## config.mk

```make
export PLATFORM = sky130hd
export DESIGN_NAME = switch_debouncer_flat
export DESIGN_NICKNAME = d
export VERILOG_FILES = /design/src/rtl/gpio_pkg.sv /design/src/rtl/switch_debouncer_if.sv /design/src/rtl/debounce_cell.sv /design/src/rtl/switch_debouncer.sv /design/src/flat_wrapper.sv
export SDC_FILE = /design/constraint.sdc
export NUM_CORES = 1
export LEC_CHECK = 0
export CORE_MARGIN = 2
export CORE_UTILIZATION = 40
export CTS_CLUSTER_DIAMETER = 30
export DETAILED_ROUTE_END_ITERATION = 10
export PLACE_DENSITY = 0.63
export REMOVE_ABC_BUFFERS = 1
export SLEW_MARGIN = 40
export SYNTH_ARGS = -nofsm -noshare
export SYNTH_HDL_FRONTEND = slang
export SYNTH_HIERARCHICAL = 1
export SYNTH_SLANG_ARGS = --single-unit
```

## constraint.sdc

```tcl
create_clock -name clock -period 11.9 [get_ports clock]
set_input_delay 2.38 -clock clock [delete_from_list [all_inputs] [get_ports clock]]
set_output_delay 2.38 -clock clock [all_outputs]
set_load 0.02 [all_outputs]
```

## src/rtl/gpio_pkg.sv

```systemverilog
// Shared GPIO constants: clock/debounce timing defaults and the switch-bit
// indices the Processor uses for its run/step/reset controls.
package gpio_pkg;

    localparam int CLK_HZ      = 50_000_000;
    localparam int DEBOUNCE_MS = 1;

    // Default prescaler period: one sample tick per DEBOUNCE_MS.
    localparam int TICK_DIV_DEFAULT = (CLK_HZ / 1000) * DEBOUNCE_MS;

    // Switch-bit positions consumed by the Processor.
    localparam int SW_RUN       = 0;
    localparam int SW_STEP      = 1;
    localparam int SW_CPU_RESET = 2;

    // Width of a counter that must hold 0..div-1 (div is at least 2).
    function automatic int tick_cnt_width(input int div);
        int w;
        w = $clog2(div);
        if (w < 1) begin
            w = 1;
        end else begin
            w = w;
        end
        return w;
    endfunction

endpackage

```

## src/rtl/switch_debouncer_if.sv

```systemverilog
// Switch bus between the GPIO expansion board and the debouncer:
// raw levels in, clean levels, edge pulses and the sample strobe out.
interface switch_debouncer_if #(
    parameter int WIDTH = 32
);

    logic [WIDTH-1:0] sw_raw;
    logic [WIDTH-1:0] sw_stable;
    logic [WIDTH-1:0] sw_rise;
    logic [WIDTH-1:0] sw_fall;
    logic             any_change;
    logic             sample_tick;

    // Source side: drives raw switches, consumes conditioned outputs.
    modport master (
        output sw_raw,
        input  sw_stable,
        input  sw_rise,
        input  sw_fall,
        input  any_change,
        input  sample_tick
    );

    // Debouncer side.
    modport slave (
        input  sw_raw,
        output sw_stable,
        output sw_rise,
        output sw_fall,
        output any_change,
        output sample_tick
    );

endinterface

```

## src/rtl/debounce_cell.sv

```systemverilog
// One switch bit's stability filter: shifts in the synchronised level on
// every sample tick and accepts a new level only after STABLE_SAMPLES equal
// samples in a row, emitting a one-cycle rise or fall pulse on acceptance.
module debounce_cell #(
    parameter int STABLE_SAMPLES = 4
) (
    input  logic clock,
    input  logic reset,
    input  logic tick,
    input  logic din,
    output logic stable,
    output logic rise,
    output logic fall,
    output logic change_next
);

    // Only the previous STABLE_SAMPLES-1 samples need storing; the current
    // sample completes the window combinationally.
    localparam int HW = STABLE_SAMPLES - 1;

    logic [HW-1:0]             hist_r;
    logic                      stable_r;
    logic                      rise_r;
    logic                      fall_r;
    logic [STABLE_SAMPLES-1:0] next_hist_s;
    logic                      all_ones_s;
    logic                      all_zeros_s;
    logic                      rise_next_s;
    logic                      fall_next_s;

    // Build the sample window and decide whether a new level is accepted.
    always_comb begin
        next_hist_s = {hist_r, din};
        all_ones_s  = &next_hist_s;
        all_zeros_s = ~|next_hist_s;
        if (tick) begin
            rise_next_s = all_ones_s & ~stable_r;
            fall_next_s = all_zeros_s & stable_r;
        end else begin
            rise_next_s = 1'b0;
            fall_next_s = 1'b0;
        end
    end

    // History, accepted level and single-cycle edge pulses.
    always_ff @(posedge clock or posedge reset) begin
        if (reset) begin
            hist_r   <= {HW{1'b0}};
            stable_r <= 1'b0;
            rise_r   <= 1'b0;
            fall_r   <= 1'b0;
        end else begin
            rise_r <= rise_next_s;
            fall_r <= fall_next_s;
            if (tick) begin
                hist_r <= next_hist_s[HW-1:0];
            end else begin
                hist_r <= hist_r;
            end
            if (rise_next_s) begin
                stable_r <= 1'b1;
            end else if (fall_next_s) begin
                stable_r <= 1'b0;
            end else begin
                stable_r <= stable_r;
            end
        end
    end

    assign stable      = stable_r;
    assign rise        = rise_r;
    assign fall        = fall_r;
    assign change_next = rise_next_s | fall_next_s;

endmodule

```

## src/rtl/switch_debouncer.sv

```systemverilog
// Slide-switch conditioner: two-flop synchroniser, shared sample-tick
// prescaler and one stability filter per bit, producing clean levels and
// one-cycle rise/fall pulses for the LED loopback and the Processor.
module switch_debouncer
    import gpio_pkg::*;
#(
    parameter int WIDTH          = 32,
    parameter int TICK_DIV       = TICK_DIV_DEFAULT,
    parameter int STABLE_SAMPLES = 4
) (
    input logic               clock,
    input logic               reset,
    switch_debouncer_if.slave bus
);

    localparam int               CNT_W    = tick_cnt_width(TICK_DIV);
    localparam logic [CNT_W-1:0] CNT_LAST = CNT_W'(TICK_DIV - 1);
    localparam logic [CNT_W-1:0] CNT_ZERO = CNT_W'(0);
    localparam logic [CNT_W-1:0] CNT_ONE  = CNT_W'(1);

    logic [WIDTH-1:0] sync1_r;
    logic [WIDTH-1:0] sync2_r;
    logic [CNT_W-1:0] tick_cnt_r;
    logic [CNT_W-1:0] tick_cnt_next_s;
    logic             tick_wrap_s;
    logic             tick_r;
    logic             any_change_r;
    logic [WIDTH-1:0] stable_s;
    logic [WIDTH-1:0] rise_s;
    logic [WIDTH-1:0] fall_s;
    logic [WIDTH-1:0] change_next_s;

    // Two-flop synchroniser; only the second stage reaches the filters.
    always_ff @(posedge clock or posedge reset) begin
        if (reset) begin
            sync1_r <= {WIDTH{1'b0}};
            sync2_r <= {WIDTH{1'b0}};
        end else begin
            sync1_r <= bus.sw_raw;
            sync2_r <= sync1_r;
        end
    end

    // Prescaler next-state: wrap at TICK_DIV-1 and flag the wrap.
    always_comb begin
        if (tick_cnt_r == CNT_LAST) begin
            tick_cnt_next_s = CNT_ZERO;
            tick_wrap_s     = 1'b1;
        end else begin
            tick_cnt_next_s = tick_cnt_r + CNT_ONE;
            tick_wrap_s     = 1'b0;
        end
    end

    // Prescaler counter and registered one-cycle sample strobe.
    always_ff @(posedge clock or posedge reset) begin
        if (reset) begin
            tick_cnt_r <= CNT_ZERO;
            tick_r     <= 1'b0;
        end else begin
            tick_cnt_r <= tick_cnt_next_s;
            tick_r     <= tick_wrap_s;
        end
    end

    genvar gi;
    generate
        for (gi = 0; gi < WIDTH; gi = gi + 1) begin : g_cell
            debounce_cell #(
                .STABLE_SAMPLES(STABLE_SAMPLES)
            ) u_cell (
                .clock       (clock),
                .reset       (reset),
                .tick        (tick_r),
                .din         (sync2_r[gi]),
                .stable      (stable_s[gi]),
                .rise        (rise_s[gi]),
                .fall        (fall_s[gi]),
                .change_next (change_next_s[gi])
            );
        end
    endgenerate

    // Summary change pulse, registered alongside the per-bit pulses.
    always_ff @(posedge clock or posedge reset) begin
        if (reset) begin
            any_change_r <= 1'b0;
        end else begin
            any_change_r <= |change_next_s;
        end
    end

    assign bus.sw_stable   = stable_s;
    assign bus.sw_rise     = rise_s;
    assign bus.sw_fall     = fall_s;
    assign bus.any_change  = any_change_r;
    assign bus.sample_tick = tick_r;

endmodule

```

## src/flat_wrapper.sv

```systemverilog
// flat-port wrapper written by rule: the top's interface ports become plain ports
module switch_debouncer_flat import gpio_pkg::*;
#(
    parameter int WIDTH          = 32,
    parameter int TICK_DIV       = TICK_DIV_DEFAULT,
    parameter int STABLE_SAMPLES = 4
)
  (clock, reset, bus_sw_raw, bus_sw_stable, bus_sw_rise, bus_sw_fall, bus_any_change, bus_sample_tick);
  switch_debouncer_if #(.WIDTH(WIDTH)) bus_i ();
  input logic clock;
  input logic reset;
  input wire logic [$bits(bus_i.sw_raw)-1:0] bus_sw_raw;
  output wire logic [$bits(bus_i.sw_stable)-1:0] bus_sw_stable;
  output wire logic [$bits(bus_i.sw_rise)-1:0] bus_sw_rise;
  output wire logic [$bits(bus_i.sw_fall)-1:0] bus_sw_fall;
  output wire logic [$bits(bus_i.any_change)-1:0] bus_any_change;
  output wire logic [$bits(bus_i.sample_tick)-1:0] bus_sample_tick;
  assign bus_i.sw_raw = bus_sw_raw;
  assign bus_sw_stable = bus_i.sw_stable;
  assign bus_sw_rise = bus_i.sw_rise;
  assign bus_sw_fall = bus_i.sw_fall;
  assign bus_any_change = bus_i.any_change;
  assign bus_sample_tick = bus_i.sample_tick;
  switch_debouncer #(.WIDTH(WIDTH), .TICK_DIV(TICK_DIV), .STABLE_SAMPLES(STABLE_SAMPLES)) u_core (.clock(clock), .reset(reset), .bus(bus_i));
endmodule
```

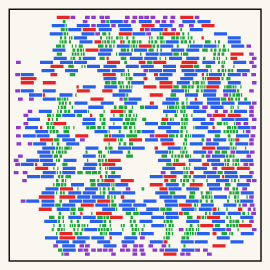
**Above:** placed cells, one color a class.
Scale: 1.5 px per um.
- remaining buffers and delay cells: purple (cells 135; share of their area 9.6%)
- registers: blue (cells 274; share of their area 49%)
- clock drivers and dummy loads: red (cells 108; share of their area 14%)
- remaining logic cells: green (cells 639; share of their area 27%)
Layout Utilization: 55.1%
register share of the cell area: 47.7%

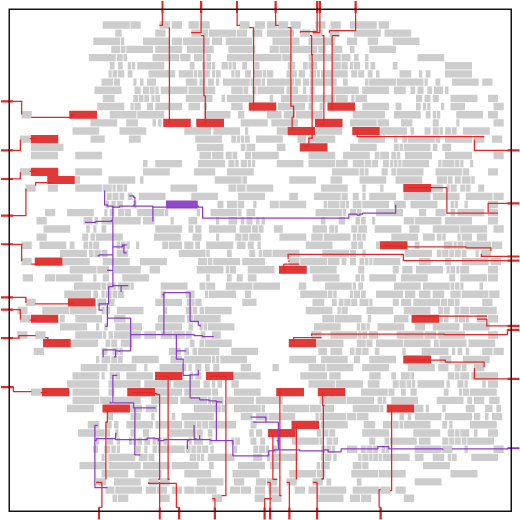
**Above:** nets reached from selected ports.
Scale: 3 px per um.
- `bus_sample_tick`: purple (bits 1; direction output; edge right; end cells 1; wire 620 um)
- `bus_sw_raw`: red (bits 32; direction input; edge 9 left, 9 bottom, 7 top, 7 right; end cells 32; wire 1170 um)
IO Port Bufs: 131
I/O Pins: 132

==> run notes <==
impl run done, here's what came out: final cycle utilization of the critical path=around 39%, first-pass GRT wire length=about 36000 um, run status=finished, final reports clean, slowest stage delay, CP=approximately 0.92 ns, Vias/cell=5.02, first-pass iteration count of the detailed router=5, Cells after DPL=1383, Yosys reg bits=~270, max cap viols=0, Fin Setup TNS=0 ns, Seq pwr share=around 37%, Slew Limit Fails=0, ratio of cells with drive above 1 in the final layout=15.1%, Total Routing Usage GR=approximately 16%, CP required=9.52 ns, drt total wl=around 21000 um, post_cts resized=0, Tightest Hold Check Type=reg2reg, RSZ-0062 raised after global routing=false, combinational power share=under 10%, CTS tree=yes, largest net degree at the start of global routing=approximately 85, Netlist Area Pre-Place=between 10000 and 15000 um2, row count=59, crit path DAT=~2.3 ns, HPWL after DPL=between 10000 and 15000 um, Yosys chip area=~11000 um2, LEAKAGE=roughly 0.0062 uW, CP cell instances=clkdlybuf4s50_1, DRC violations left=0, nets@finish=between 1000 and 1500, maximum VDD drop=172 uV, Comb area=roughly 3400 um2, post-synthesis cell count=slightly above 900, Final Total Pwr=about 2600 uW
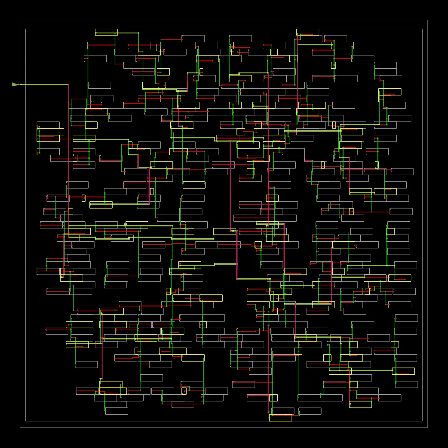
**Above:** clock routing.
Num Clock Sinks: 274
Layout Skew: 0.0162 ns
Seq cells: 274
Num CTS Buffers: 58

## power by group through the flow
| stage | Sequential, uW | Combinational (uW) | Clock, uW |
|---|---|---|---|
| CTS | 952 | 39.7 | 1620 |
| global placement | 966 | 38.8 | 0 |
| detailed placement | 967 | 39.1 | 0 |
| finish | 952 | 37.5 | 1580 |
| global route | 953 | 43.7 | 1670 |
| floorplan | 965 | 17.9 | 0 |
## cell usage after synthesis, drive strengths merged
master	count	area, um2
xor2	7	61.3
nand2	37	139
ha	1	12.5
or4b	1	13.8
nor3	64	320
nor4	12	90.1
dfrtp	274	6860
mux2	64	721
nand2b	1	6.26
or4bb	2	22.5
nand3	35	175
mux2i	1	10.0
nor2b	65	407
nor2	73	274
a21oi	33	165
inv	97	364
o21ai	33	165
a311oi	32	280
and4	1	8.76
or3	1	6.26
xnor2	5	43.8
or2	2	12.5
nand4	72	450
## sequential cells by signal, indices dropped and copies added, names as in the netlist
signal,flops
u_core/g_cell.u_cell/rise,32
u_core/sync2_r,32
u_core/g_cell.u_cell/hist_r,96
u_core/bus.any_change,1
u_core/bus.sample_tick,1
u_core/tick_cnt_r,16
u_core/g_cell.u_cell/fall,32
u_core/sync1_r,32
u_core/g_cell.u_cell/stable,32
## path summary, 6_finish.rpt
path	start	end	slack [ns]	cells after the start
worst min-delay path	u_core/sync1_r[5]	u_core/sync2_r[5]	0.33	0
worst min register to register	u_core/sync1_r[5]	u_core/sync2_r[5]	0.33	0
worst max register to register	u_core/bus.sample_tick	u_core/g_cell[31].u_cell/stable	8.96	5
worst max-delay path	u_core/bus.sample_tick	bus_sample_tick	7.25	1
min in group asynchronous	reset	u_core/g_cell[21].u_cell/hist_r[0]	2.08	3
max in group asynchronous	reset	u_core/bus.sample_tick	8.64	4
## cell type report
class	count	share of cell area (%)
flip-flops and latches	274	47.7
multi-input cells	542	23.6
clock buffers	72	10.9
repair buffers	135	9.33
clock inverters	36	3.00
well taps	335	2.92
inverters	97	2.55
diodes	1	0.0174
## cells by family (layout without fill, tap and decap cells)
family          after synthesis  in the layout  synth area share [%]
flops                       274            274                  64.7
fa+ha+maj                     1              1                 0.118
buf+inv                      97            340                  3.43
compound gates               98             98                  5.76
simple gates                366            366                  18.2
other cells                   0              1                     0
mux                          65             65                  6.89
xor+xnor                     12             12                 0.991
## per-layer routing
| metal | vias up | wire [um] | global-route usage (%) |
|---|---|---|---|
| met5 | - | 0 | 0 |
| met4 | 0 | 641 | 6.52 |
| met3 | 55 | 1080 | 3.54 |
| met2 | 171 | 10000 | 25.2 |
| met1 | 3631 | 9710 | 20.7 |
| li1 | 3635 | - | - |
## metrics by stage
| step | utilization (%) | setup slack (ns) |
|---|---|---|
| 3_3_place_gp | 47.5 | 7.81 |
| 4_1_cts | 55.1 | 7.22 |
| 5_1_grt | 55.1 | 7.14 |
| 2_1_floorplan | - | 5.64 |
| 6_report | 55.1 | 7.25 |
| 3_5_place_dp | 47.5 | 7.83 |
Power is estimated from default activity; no workload was simulated.
